File: config.mk
export PLATFORM = sky130hd
export DESIGN_NAME = me_stage
export DESIGN_NICKNAME = d
export VERILOG_FILES = /design/src/rtl/me_stage.sv
export SDC_FILE = /design/constraint.sdc
export NUM_CORES = 1
export LEC_CHECK = 0
export CORE_MARGIN = 2
export CORE_UTILIZATION = 35
export CTS_BUF_LIST = sky130_fd_sc_hd__clkbuf_4 sky130_fd_sc_hd__clkbuf_8
export DETAILED_ROUTE_END_ITERATION = 10
export DONT_BUFFER_PORTS = 1
export PLACE_DENSITY = 0.53
export REMOVE_ABC_BUFFERS = 1
export SETUP_SLACK_MARGIN = 0.1
export SLEW_MARGIN = 20
export SYNTH_ARGS = -nofsm -noshare
export SYNTH_HDL_FRONTEND = slang
export SYNTH_SLANG_ARGS = --single-unit
File: constraint.sdc
create_clock -name clk -period 6.1 [get_ports clk]
set_input_delay 0.915 -clock clk [delete_from_list [all_inputs] [get_ports clk]]
set_output_delay 0.915 -clock clk [all_outputs]
set_load 0.005 [all_outputs]
File: src/rtl/me_stage.sv
// Memory-access stage of the five-stage RISC-V pipeline: ready/valid data-RAM access,
// load extension, control-transfer redirect and the ME/WB pipeline register.
module me_stage #(
    parameter int TIMEOUT_CYCLES = 16
) (
    input  logic        clk,
    input  logic        rst,
    input  logic        me_write_reg_enable,
    input  logic        me_wb_aluOut_or_memOut,
    input  logic [1:0]  me_write_ram_flag,
    input  logic [2:0]  me_read_ram_flag,
    input  logic [1:0]  me_pc_condition,
    input  logic        me_branch_enable,
    input  logic [31:0] me_pc_add_imm_32,
    input  logic [31:0] me_rs1_data_add_imm_32_for_pc,
    input  logic [31:0] me_alu_out,
    input  logic [31:0] me_rs2_data,
    input  logic [4:0]  me_rd_addr,
    output logic        ram_req,
    output logic        ram_we,
    output logic [31:0] ram_addr,
    output logic [3:0]  ram_be,
    output logic [31:0] ram_wdata,
    input  logic        ram_ready,
    input  logic [31:0] ram_rdata,
    output logic        stall,
    output logic        redirect_valid,
    output logic [31:0] redirect_pc,
    output logic        misalign,
    output logic        bus_error,
    output logic        wb_write_reg_enable,
    output logic [4:0]  wb_rd_addr,
    output logic [31:0] wb_data
);

    typedef enum logic {IDLE, WAIT} state_t;

    localparam int CW = $clog2(TIMEOUT_CYCLES + 1);

    state_t         state, next_state;
    logic [CW-1:0]  cnt;
    logic           is_store, is_load, access, bad_align, timeout_fire;
    logic [1:0]     size;
    logic [7:0]     ld_byte;
    logic [15:0]    ld_half;
    logic [31:0]    load_ext;
    logic           taken;
    logic [31:0]    target, redirect_pc_q;

    // Access decode; the store wins when both flags are set.
    always_comb begin
        is_store = (me_write_ram_flag != 2'd0);
        is_load  = (me_read_ram_flag >= 3'd1) && (me_read_ram_flag <= 3'd5);
        size     = 2'd0;
        if (is_store) begin
            size = me_write_ram_flag;
        end else begin
            case (me_read_ram_flag)
                3'd1, 3'd4: size = 2'd1;
                3'd2, 3'd5: size = 2'd2;
                3'd3:       size = 2'd3;
                default:    size = 2'd0;
            endcase
        end
        bad_align = ((size == 2'd2) && me_alu_out[0]) ||
                    ((size == 2'd3) && (me_alu_out[1:0] != 2'b00));
        access    = ~rst & (is_store | is_load);
    end

    // The counter includes the IDLE request cycle, so the access gets TIMEOUT_CYCLES
    // cycles in total and stall lasts TIMEOUT_CYCLES-1 of them before the abort.
    always_ff @(posedge clk or posedge rst) begin
        if (rst) begin
            state <= IDLE;
            cnt   <= '0;
        end else begin
            state <= next_state;
            if (next_state == WAIT)
                cnt <= (state == WAIT) ? cnt + 1'b1 : CW'(1);
            else
                cnt <= '0;
        end
    end

    always_comb begin
        next_state = state;
        case (state)
            IDLE: if (ram_req && !ram_ready) next_state = WAIT;
            WAIT: if (ram_ready || timeout_fire || !ram_req) next_state = IDLE;
            default: next_state = IDLE;
        endcase
    end

    always_comb begin
        ram_req      = access & ~bad_align;
        misalign     = access & bad_align;
        timeout_fire = ram_req && (state == WAIT) &&
                       (cnt == CW'(TIMEOUT_CYCLES - 1)) && !ram_ready;
        bus_error    = timeout_fire;
        stall        = ram_req & ~ram_ready & ~timeout_fire;
        ram_we       = ram_req & is_store;
        ram_addr     = rst ? 32'd0 : {me_alu_out[31:2], 2'b00};
        ram_be       = 4'b0000;
        ram_wdata    = 32'd0;
        if (ram_req) begin
            case (size)
                2'd1:    ram_be = 4'b0001 << me_alu_out[1:0];
                2'd2:    ram_be = 4'b0011 << me_alu_out[1:0];
                2'd3:    ram_be = 4'b1111;
                default: ram_be = 4'b0000;
            endcase
        end
        if (ram_req && is_store) begin
            case (me_write_ram_flag)
                2'd1:    ram_wdata = {4{me_rs2_data[7:0]}};
                2'd2:    ram_wdata = {2{me_rs2_data[15:0]}};
                default: ram_wdata = me_rs2_data;
            endcase
        end
    end

    // Lane selection and sign/zero extension of the returned word.
    always_comb begin
        case (me_alu_out[1:0])
            2'd0:    ld_byte = ram_rdata[7:0];
            2'd1:    ld_byte = ram_rdata[15:8];
            2'd2:    ld_byte = ram_rdata[23:16];
            default: ld_byte = ram_rdata[31:24];
        endcase
        ld_half = me_alu_out[1] ? ram_rdata[31:16] : ram_rdata[15:0];
        case (me_read_ram_flag)
            3'd1:    load_ext = {{24{ld_byte[7]}}, ld_byte};
            3'd2:    load_ext = {{16{ld_half[15]}}, ld_half};
            3'd4:    load_ext = {24'd0, ld_byte};
            3'd5:    load_ext = {16'd0, ld_half};
            default: load_ext = ram_rdata;
        endcase
    end

    // ME/WB register; a stalled cycle pushes a bubble instead of holding the write.
    always_ff @(posedge clk or posedge rst) begin
        if (rst) begin
            wb_write_reg_enable <= 1'b0;
            wb_rd_addr          <= 5'd0;
            wb_data             <= 32'd0;
        end else if (!stall) begin
            wb_write_reg_enable <= me_write_reg_enable & ~is_store & ~misalign & ~timeout_fire;
            wb_rd_addr          <= me_rd_addr;
            wb_data             <= me_wb_aluOut_or_memOut ? load_ext : me_alu_out;
        end else begin
            wb_write_reg_enable <= 1'b0;
        end
    end

    always_comb begin
        taken          = ((me_pc_condition == 2'd1) && me_branch_enable) ||
                         (me_pc_condition == 2'd2) || (me_pc_condition == 2'd3);
        target         = (me_pc_condition == 2'd3) ?
                         (me_rs1_data_add_imm_32_for_pc & ~32'd1) : me_pc_add_imm_32;
        redirect_valid = ~rst & ~stall & taken;
        redirect_pc    = redirect_valid ? target : redirect_pc_q;
    end

    always_ff @(posedge clk or posedge rst) begin
        if (rst)
            redirect_pc_q <= 32'd0;
        else if (redirect_valid)
            redirect_pc_q <= target;
    end

endmodule

==> impl_metrics.env <==
# yosys + openroad results
export IMPL_synthMuxAreaShare_pct=9.745
export IMPL_seq_area_mm2=0.001902
export IMPL_ys_top_logic_family="AND-OR/OR-AND gates"
export IMPL_clockNetworkAreaShare_pct=3.694
export IMPL_p_total_uw=1323
export IMPL_num_fill_cells=1555
export IMPL_clkbuf_count=9
export IMPL_largestRegisters="redirect_pc_q: 32 flops, wb_data: 32 flops"
export IMPL_logic_area_mm2=0.003136
export IMPL_placed_cells=806
export IMPL_post_cts_resized=0
export IMPL_clock_latency_late_pin_ps=350
export IMPL_worst_slack_ps=1597
export IMPL_seq_area_share_pct=34.03
export IMPL_dpl_cell_area_mm2=0.005368
export IMPL_synth_area_top_cells="dfrtp_1 (36%), mux2i_1 (9.7%), o21ai_0 (6.1%)"
export IMPL_power_top_group="sequential cells"
export IMPL_cts_tree="built"
export IMPL_stdcell_area_mm2=0.005589
export IMPL_drive_gt1_share_pct=4.890
export IMPL_layout_top_cell="nand2_1"
export IMPL_ir_drop_mv=0.1405
export IMPL_path_class="input pin to output pin"
export IMPL_n_all_buffers=5
export IMPL_buffer_area_share_pct=0.7388
export IMPL_final_cells=822
export IMPL_synthTopCellsByCount="nand2_1 (80), dfrtp_1 (76), o21ai_0 (65)"
export IMPL_ys_sh_adder_pct=2.061
export IMPL_leakagePower_uw=0.002517
export IMPL_use_met1_pct=24.50
export IMPL_grt_pass1_wl_um=25160
export IMPL_min_path_cells=1
export IMPL_pg_clk_uw=419
export IMPL_worstHoldStart="cnt[0]"
export IMPL_status="finished, final reports clean"
export IMPL_p_per_area_mw_per_mm2=236.7
export IMPL_comb_area_share_pct=56.10
export IMPL_grt_ovfl_total=0
export IMPL_crit_path_cell_trace="inv_1 > nor3_1 > a21oi_1 > a21oi_1 > ha_1 > o21ai_0 > and2_1 > nand3_1 > inv_1 > and2_1"
export IMPL_async_flop_share_pct=100.0
export IMPL_comb_power_share_pct=21.8
export IMPL_rsz0062_at_grt="false"
export IMPL_gp_congestion=0.8521
export IMPL_avgSynthCellArea_um2=8.020
export IMPL_met1Wirelength_um=6869
export IMPL_skew_ps=8.695
export IMPL_fp_util_pct=35.53
export IMPL_n_antenna_cell=0
export IMPL_reg2reg_to="redirect_pc_q[2]"
export IMPL_netlist_instances=666
export IMPL_via_per_inst=5.691
export IMPL_arrival_ps=3590
export IMPL_hold_slack_ps=500.3
export IMPL_slew_viol_final=0
export IMPL_crit_slowest_cell="nand3_1"
export IMPL_final_min_clock_period_ps=4503
export IMPL_p_seq_share_pct=46.5
export IMPL_nets=815
export IMPL_dieHeight_um=127.5
export IMPL_postRouteAntennaNets=0
export IMPL_reg2reg_slack_ps=3400
export IMPL_drt_initial_drc_count=201
export IMPL_clock_sinks=76
export IMPL_cts_hold_buffers=0
export IMPL_top_cell_area_share_pct=35.61
export IMPL_final_period_utilization_pct=73.81
export IMPL_routed_wl_um=16980
==> images/drive_strength.png <==
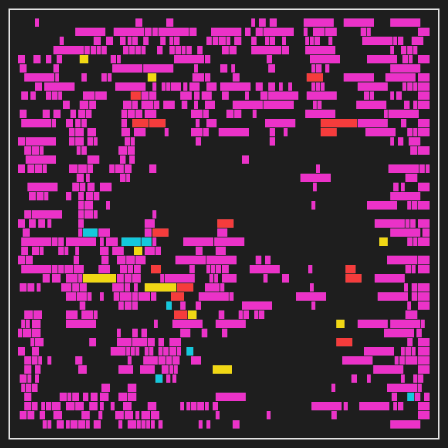
color	size	cells	share	most used
magenta	drive 1 or less	603	95%	nand2_1
red	drive 6 and up	15	2.4%	clkbuf_8
yellow	drive 3 to 4	9	1.4%	buf_4
cyan	drive 2	7	1.1%	or2_2

==> images/final_congestion.png <==
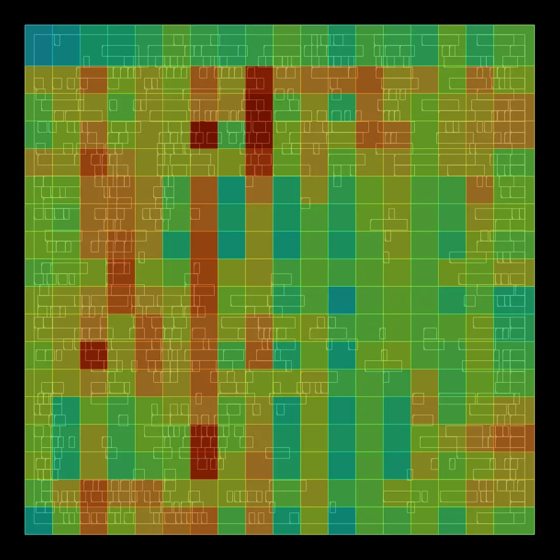
GR Util met2: 33.50%
DR WL/cell: 20.66 um
final core utilization: 37.18%
met3 Track Usage GR: 5.695%
gr busiest metal: met2

